$ cat src/rtl/grid_feeder.sv
// grid_feeder: debounced button front end that loads grid rows into a FIFO and streams them to a grid engine
module grid_feeder #(
    parameter int DEPTH           = 16,
    parameter int DEBOUNCE_CYCLES = 250000
) (
    input  logic                     clock,
    input  logic                     clear_n,
    input  logic                     btn_load,
    input  logic                     btn_start,
    input  logic [15:0]              gpio_beam,
    input  logic [15:0]              gpio_grid,
    input  logic                     grid_ready,
    output logic                     start,
    output logic [15:0]              beam_in,
    output logic [15:0]              grid_in,
    output logic                     grid_valid,
    output logic                     busy,
    output logic                     feed_done,
    output logic [$clog2(DEPTH):0]   fifo_count,
    output logic                     overflow
);
    localparam int AW = $clog2(DEPTH);
    localparam int CW = $clog2(DEBOUNCE_CYCLES + 1);
    localparam logic [AW:0]   FULL = (AW + 1)'(DEPTH);
    localparam logic [CW-1:0] LAST = CW'(DEBOUNCE_CYCLES - 1);
    typedef enum logic [1:0] {IDLE, LAUNCH, STREAM, FINISH} state_t;
    state_t          state_q, state_d;
    logic [1:0]      btn_m_q, btn_s_q;
    logic [15:0]     beam_m_q, beam_s_q, grid_m_q, grid_s_q;
    logic            lvl_q  [2];
    logic            prev_q [2];
    logic [CW-1:0]   cnt_q  [2];
    logic [15:0]     mem_q  [DEPTH];
    logic [AW-1:0]   wr_q, rd_q;
    logic [AW:0]     count_q;
    logic            overflow_q;
    logic [15:0]     beam_q;
    logic            load_pulse, start_pulse, idle, push, pop, go;
    always_ff @(posedge clock) begin
        if (!clear_n) begin
            btn_m_q  <= '0;
            btn_s_q  <= '0;
            beam_m_q <= '0;
            beam_s_q <= '0;
            grid_m_q <= '0;
            grid_s_q <= '0;
        end else begin
            btn_m_q  <= {btn_start, btn_load};
            btn_s_q  <= btn_m_q;
            beam_m_q <= gpio_beam;
            beam_s_q <= beam_m_q;
            grid_m_q <= gpio_grid;
            grid_s_q <= grid_m_q;
        end
    end
    // index 0 is the load button, index 1 the start button
    always_ff @(posedge clock) begin
        for (int b = 0; b < 2; b++) begin
            if (!clear_n) begin
                cnt_q[b]  <= '0;
                lvl_q[b]  <= 1'b0;
                prev_q[b] <= 1'b0;
            end else begin
                prev_q[b] <= lvl_q[b];
                if (btn_s_q[b] == lvl_q[b]) cnt_q[b] <= '0;
                else if (cnt_q[b] == LAST) begin
                    cnt_q[b] <= '0;
                    lvl_q[b] <= btn_s_q[b];
                end else cnt_q[b] <= cnt_q[b] + 1'b1;
            end
        end
    end
    assign load_pulse  = lvl_q[0] & ~prev_q[0];
    assign start_pulse = lvl_q[1] & ~prev_q[1];
    assign idle        = state_q == IDLE;
    assign push        = idle & load_pulse & (count_q != FULL);
    assign pop         = grid_valid & grid_ready;
    assign go          = idle & start_pulse & (count_q != '0);
    always_ff @(posedge clock) begin
        if (push) mem_q[wr_q] <= grid_s_q;
    end
    always_ff @(posedge clock) begin
        if (!clear_n) begin
            state_q    <= IDLE;
            wr_q       <= '0;
            rd_q       <= '0;
            count_q    <= '0;
            overflow_q <= 1'b0;
            beam_q     <= '0;
        end else begin
            state_q    <= state_d;
            wr_q       <= push ? wr_q + 1'b1 : wr_q;
            rd_q       <= pop ? rd_q + 1'b1 : rd_q;
            count_q    <= push ? count_q + 1'b1 : (pop ? count_q - 1'b1 : count_q);
            overflow_q <= overflow_q | (idle & load_pulse & (count_q == FULL));
            beam_q     <= go ? beam_s_q : beam_q;
        end
    end
    always_comb begin
        state_d = state_q;
        unique case (state_q)
            IDLE:    state_d = go ? LAUNCH : IDLE;
            LAUNCH:  state_d = STREAM;
            STREAM:  state_d = (pop && count_q == (AW + 1)'(1)) ? FINISH : STREAM;
            FINISH:  state_d = IDLE;
        endcase
    end
    always_comb begin
        start      = state_q == LAUNCH;
        busy       = state_q != IDLE;
        feed_done  = state_q == FINISH;
        grid_valid = (state_q == STREAM) && (count_q != '0);
        grid_in    = grid_valid ? mem_q[rd_q] : '0;
    end
    assign beam_in    = beam_q;
    assign fifo_count = count_q;
    assign overflow   = overflow_q;
endmodule

$ cat config.mk
export PLATFORM = sky130hd
export DESIGN_NAME = grid_feeder
export DESIGN_NICKNAME = d
export VERILOG_FILES = /design/src/rtl/grid_feeder.sv
export SDC_FILE = /design/constraint.sdc
export NUM_CORES = 1
export LEC_CHECK = 0
export CAP_MARGIN = 10
export CORE_MARGIN = 5
export CORE_UTILIZATION = 35
export CTS_CLUSTER_DIAMETER = 120
export DETAILED_ROUTE_END_ITERATION = 8
export GPL_ROUTABILITY_DRIVEN = 0
export SETUP_SLACK_MARGIN = 0.05
export SLEW_MARGIN = 0
export SYNTH_ARGS = -nofsm -noshare
export SYNTH_HDL_FRONTEND = slang
export SYNTH_SLANG_ARGS = --single-unit
$ cat constraint.sdc
create_clock -name clock -period 9.3 [get_ports clock]
set_clock_uncertainty 0.2 [all_clocks]
set_input_delay 1.86 -clock clock [delete_from_list [all_inputs] [get_ports clock]]
set_output_delay 1.86 -clock clock [all_outputs]
set_load 0.005 [all_outputs]
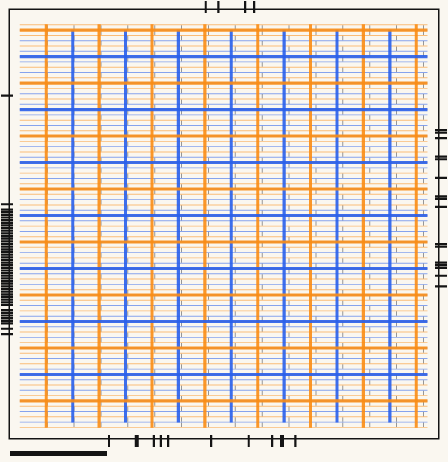
*PDN straps and rails, run 1*
The bar under the picture is 50 um long. Pins as bars on the die edge. Tap cells in grey.
Key: VDD = blue; VSS = orange
79 signal pins sit on the boundary. 15 straps on met4. The core has 76 rows.
die height: 220 um
Worst IR Drop VDD: 0.149 mV

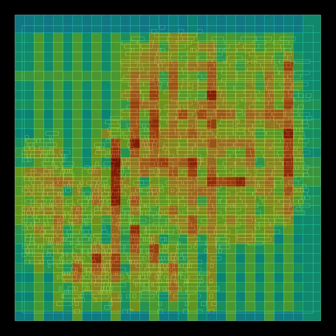
*Track usage over the die, run 1*
grt met3 use: 3.72%
Routed wire per std cell: 18.8 um
grt peak-use layer: met2
met1 Use GR: 18.4%

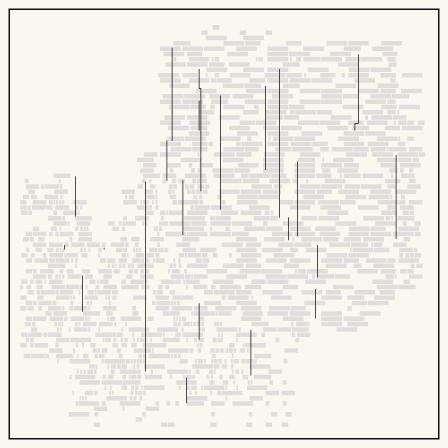
*Metal 4, run 1*
Cells faint in the background.
8 nets have wire on it. The longest straight run is 97.2 um.
routed wire length: 32100 um
vias post-DR: 8136

==> run 1: critical path, cell delays in order (launching register included) <==
cell,delay (ns)
dfxtp_1,0.46
inv_1,0.10
ha_1,0.25
or4b_4,0.24
and4b_1,1.02
a22oi_1,0.23
nand2_1,0.24
clkdlybuf4s50_1,0.54
==> run 1: Yosys cell counts (all sizes together) <==
cell type  count  area share [%]
o21ai         11            0.36
conb           1           0.024
nor2          55             1.3
or3            6            0.24
nand2b         3            0.12
a31o           1           0.057
xnor2         15            0.85
nor2b          1           0.041
and4b          2            0.13
dfxtp        107              14
a211oi         1           0.049
a22oi         32             2.2
xor2          18             1.0
nand3b         1           0.049
o31ai          1           0.049
nor3b          2           0.097
mux2i          3            0.19
nand3         19            0.62
nand4b         2            0.11
nor3          14            0.49
mux4          64             9.4
a31oi          1           0.041
nor4           6            0.24
buf           24             1.1
nand4         14            0.57
and2          74             3.0
nor4b          5            0.42
and3           9            0.37
or2            1           0.041
nand2         73             1.8
a21oi         29            0.94
or4            4            0.19
o2111ai        1           0.057
ha            16             1.3
or4b           1           0.089
clkbuf        24            0.58
and4bb         1           0.081
and4           5            0.28
and3b          1           0.057
edfxtp       293              57
inv           13            0.32
nand4bb        1           0.073
==> run 1: power groups by stage <==
stage / registers (mW) / clock network [mW] / logic, mW
after floorplan: 1.99 / 0 / 0.0429
after global placement: 2.00 / 0 / 0.0735
after detailed placement: 2.00 / 0 / 0.0736
after CTS: 1.96 / 1.78 / 0.0740
after global routing: 1.97 / 1.86 / 0.0815
final: 1.96 / 1.73 / 0.0722
==> run 1: per-layer routing <==
layer  track usage [%]  share of wire [%]  routed length [um]  up-vias
met1              18.4                 44               14200     4073
met2              21.5                 47               15000      179
met4              4.12                2.2                 709        2
met5                 0              0.062                  20        -
li1                  -                  -                   -     3832
met3              3.72                6.7                2160       50
==> out/qor.txt, run 1 <==
Reg2reg end - mem_q[1][14]
Vias in the first global route - 8384
Synth Area in XOR/XNOR - 1.88%
CTS resizes - 0
Clock Tree Root - clkbuf_16
Syn Area/Cell - 16.1 sq um
Area-dominant class - registers
Finished Layout Cells - 1702
Aoi share - 3.76%
Period minus WS final - 5.71 ns
Register area - 10900 sq um
GR Util All Layers - 13.6%
Comb area leader - simple AND/OR/NAND/NOR gates
Setup ws final - 3.59 ns
HP Start - beam_m_q[5]
Final Hold Viols - 0
Leftover overflow at the end of global routing - 0
Detailed router's first-iteration violation count - 520
Final setup viols - 0
RSZ-0062 raised after global routing - false
Fraction of layout cells with a size suffix above 1 - 17.3%
Synth flops - 400
Power Dens Cells - 204 nW/um^2
Crit. End Element - output port
Initial Utilization - 35.6%
Registers - 400
Largest net degree at the start of global routing - 80
Worst Hold Class - flop to flop
Detailed Place HPWL - 18700 um
Chip footprint - 48300 sq um
Nets - 1135
Hold path depth - 1
Fin util - 42.6%
Place WS - 4.16 ns
Leak pwr - 6.08 nW
Reg power frac - 52.1%
Yosys chip area - 15400 sq um
Post-CTS repair timing setup buffer count - 0
Clk_lat worst skew - 0.57 ns
Top cells excl fill/tap - edfxtp_1 (293), dfxtp_1 (105), clkdlybuf4s50_1 (77)
Max-Cap Viols - 0
Cell Area, Placed - 17000 sq um
Seq/total area - 59.4%
Max reg flops - 256
Final period utilization - 61.4%
Adder share - 1.30%
Initial antenna violation count - 1
Top flop regs - mem_q x256, cnt_q x36
Tool warnings - 36
Largest Register - mem_q
Inserted Diodes - 0
Yosys cell count - 955
MUX share of area - 9.55%
Placed Instances - 1622
Clock sink total - 400
CTS buffer count - 43
CP Launch Type - flop
Reg2reg start - fifo_count[0]
Clock buffers - 60
Non-Clock Buffer Area Fraction - 4.90%
Status - finished, final reports clean
Reg2Reg Depth - 7
Hold buffer count at cts - 0
Achievable frequency - 175 MHz
Hold endpoint - beam_s_q[5]
Inverter count - 13
Site Rows - 76
Maximum clock insertion buffer count - 3
CP arrival - 3.65 ns
Top cell excl fill/tap - edfxtp_1
Sw frac - 20.1%
Switching power total - 755 uW
### Layout detail, run 1

Window x 152 to 177, y 42 to 67 um. Cells in grey, sequential cells in the stronger grey; small squares are vias.
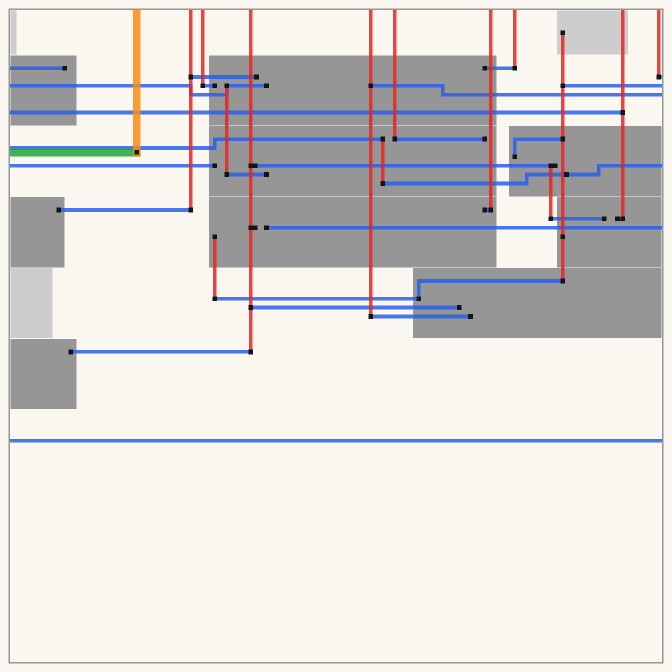

==> run 2: changes to the inputs <==
- clock period: 9.3 -> 5.9 ns (I/O delays scaled with it)
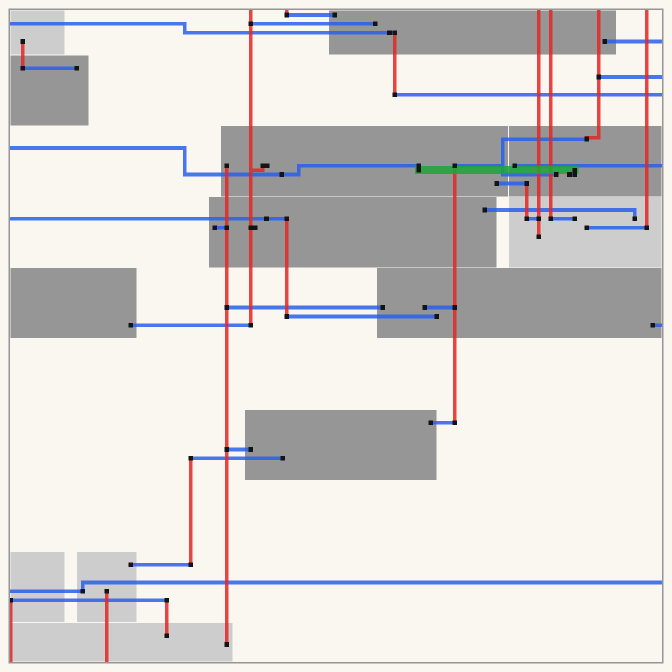
*Layout detail, run 2*
Window x 152 to 177, y 42 to 67 um. Cells in grey, sequential cells in the stronger grey; small squares are vias.
Key: M1 = blue; M2 = red; M3 = green
Netlist names of flops here include `mem_q` (5), `grid_s_q` (2). 11 logic cells have their middle in the window. Sequential cells in the window: 7. Most frequent: edfxtp_1 (5), dfxtp_1 (2).

==> out/qor.txt, run 2 <==
Clock Tree Root - clkbuf_16
First-pass GRT wire length - 50200 um
Measured slew at the worst slew-check pin - 1.07 ns
Post-CTS repair timing setup buffer count - 0 (unchanged)
Setup ws final - 1.32 ns (-2.27 ns)
Clock sink total - 400 (unchanged)
Slowest-stage cell, CP - or4b_4
Most frequent cell after synthesis - edfxtp_1
Hold buffer count at cts - 0 (unchanged)
GR Util All Layers - 13.7% (+0.15 points)
CTS resizes - 0 (unchanged)
Final setup viols - 0 (unchanged)
Clock network power share - 45.6%
Leftover overflow at the end of global routing - 0 (unchanged)
Yosys top cell area share - 57.1% (unchanged)
Vias post-DR - 8281 (+1.8%)
Syn Area/Cell - 16.1 sq um (unchanged)
Crit-path max FO - 10
Initial antenna violation count - 0 (-1)
IO Pins - 79
# fillers - 3856
Largest net degree at the start of global routing - 80 (unchanged)
Sw frac - 20.0% (-0.096 points)
Power Dens Cells - 319 nW/um^2 (+56%)
RSZ-0062 raised after global routing - false
CP Launch Point - fifo_count[0]
Internal power - 4.72 mW
Top cell excl fill/tap - edfxtp_1
Top flop regs - mem_q x256, cnt_q x36
Top pwr grp - registers
Finished Layout Cells - 1707 (+0.29%)
Cell count after synthesis - 955
# H-tree levels - 2
Die height - 220 um (unchanged)
Reg2reg end - mem_q[12][13]
Largest Register - mem_q
Placed Instances - 1629 (+0.43%)
Async SR Flop Fraction - 0% (unchanged)
Comb area - 4340 sq um
Top cells, area - edfxtp_1 (57%), dfxtp_1 (14%), mux4_2 (9.4%), and2_1 (3.0%), nand2_1 (1.8%)
Fin util - 42.7% (+0.14 points)
Port bufs - 78
Slew HR - 28.1%
Routed wire length - 32600 um (+1.6%)
Status - finished, final reports clean
Fraction of layout cells with a size suffix above 1 - 17.9% (+0.64 points)
Final period utilization - 77.6%
Top cells excl fill/tap - edfxtp_1 (293), dfxtp_1 (105), clkdlybuf4s50_1 (77)
Sequential power - 3.09 mW (+58%)
Combinational power - 114 uW (+58%)
Nets - 1142 (+0.62%)
Detailed Place HPWL - 19600 um (+4.5%)
Max reg flops - 256 (unchanged)
Core ar. - 43300 sq um
HP Start - beam_m_q[9]
Final hold slack - 0.224 ns
Place WS - 1.86 ns (-2.29 ns)
Crit path cell chain - inv_1, ha_1, or4b_4, and4b_1, buf_4, a22oi_2, nand2_1, clkdlybuf4s50_1
Switching power total - 1.18 mW (+56%)
Reg2reg start - fifo_count[0]
CP arrival - 3.20 ns (-0.45 ns)
Horiz. Die Dim - 220 um
DR pass1 iterations - 5
Register area - 10900 sq um (unchanged)
Syn Std Cell Area - 15400 sq um
Ys Warns - 0
Antenna Nets Post-Route - 0
Synth cell count leaders - edfxtp_1 (293), dfxtp_1 (107), and2_1 (74)
Clock-net power - 2.69 mW (+55%)
Detailed router's first-iteration violation count - 460 (-12%)
Vias in the first global route - 8483 (+1.2%)
Maximum clock insertion buffer count - 3 (unchanged)
Yosys chip area - 15400 sq um (unchanged)
Chip footprint - 48300 sq um (unchanged)
Reg2Reg Depth - 7 (unchanged)
Routed wire per std cell - 19.1 um (+1.3%)
Tool warnings - 36 (unchanged)
Max-Cap Viols - 0 (unchanged)
CP peak stage delay - 0.52 ns (-0.50 ns)
Worst Hold Class - flop to flop
R2r setup slk - 2.42 ns
Inserted Diodes - 0 (unchanged)
CP required - 4.52 ns
Cell Area, Placed - 17100 sq um (+0.46%)
Synth flops - 400 (unchanged)
Commonest flop - edfxtp_1
Comb pwr share - 1.9%
Crit Path Class - flop to output port
Site Rows - 76 (unchanged)
Achievable frequency - 218 MHz
Final Hold Viols - 0 (unchanged)
Clock transition at the registers of the reported paths - 0.06 ns
Yosys cell count - 955 (unchanged)
Reg power frac - 52.4% (+0.3 points)
Crit. End Element - output port
Initial Utilization - 35.6% (unchanged)
Slew Limit Fails - 0
Fin area - 18500 sq um
Sequential share of the synthesized area - 71.0%
Netlist cell types - 51
Area leader, netlist - edfxtp_1
Total power - 5.90 mW
Drt drc - 0
Clk_lat worst skew - 0.56 ns (about the same)
CTS buffer count - 43 (unchanged)
Synthesis-to-finish area growth - 20.1%
Worst IR Drop VDD - 0.161 mV (+8.3%)
Period minus WS final - 4.58 ns
Setup TNS - 0 ns
Worst setup endpoint - grid_in[11]
Leak pwr - 6.12 nW (+0.67%)
Flip-flops with a built-in enable - 293 (unchanged)
CP Launch Type - flop
Hold path depth - 1 (unchanged)
CTS tree - done
Vias/cell - 4.85
[run 2: cell count changes in the layout (fill, tap and decap cells not counted)]
cell,change
clkbuf_16,-3
inv_6,+1
buf_4,+5
clkbuf_8,+5
inv_16,-1
buf_12,+2
clkinvlp_4,-1
clkinv_16,+1
clkbuf_1,-3
clkinv_4,-1
[run 2: area by class of cell]
type,instances,share of cell area (%)
Sequential cell,400,59.2
Multi-Input combinational cell,529,23.5
Clock buffer,59,6.70
Clock inverter,19,1.10
Tap cell,585,3.96
Inverter,13,0.264
Timing Repair Buffer,102,5.30
[run 2: logic make-up (layout without fill, tap and decap cells)]
kind of cell             Yosys count  count (layout)  synth area share [%]
AND-OR/OR-AND                     77              77                  3.76
XOR/XNOR                          33              33                  1.88
adder cells (fa/ha/maj)           16              16                  1.30
buffers and inverters             61             193                  2.00
flip-flops                       400             400                  71.0
multiplexers                      67              67                  9.55
other                              1              36                0.0243
AND/OR/NAND/NOR                  300             300                  10.4
[run 2: critical path: cells and delay by family (launching register included)]
| kind | cells | cell delay (ns) |
|---|---|---|
| flops | 1 | 0.38 |
| buf+inv | 3 | 0.86 |
| simple gates | 3 | 1.00 |
| fa+ha+maj | 1 | 0.22 |
| compound gates | 1 | 0.17 |
[run 2: routing by layer]
layer  GRT usage [%]  part of all wire (%)  vias to the layer above
li1                -                     -                     3839
met1            18.1                    44                     4177
met2            22.0                    47                      217
met3            3.82                   6.9                       48
met4            4.68                   2.5                        0
met5               0                     0                        -
[run 2: worst min-delay path by stage]
stage / endpoint
CTS: beam_s_q[9]
global placement: beam_s_q[14]
floorplan: beam_s_q[0]
global route: beam_s_q[3]
finish: beam_s_q[9]
detailed placement: beam_s_q[12]
Power is estimated from default activity; no workload was simulated.
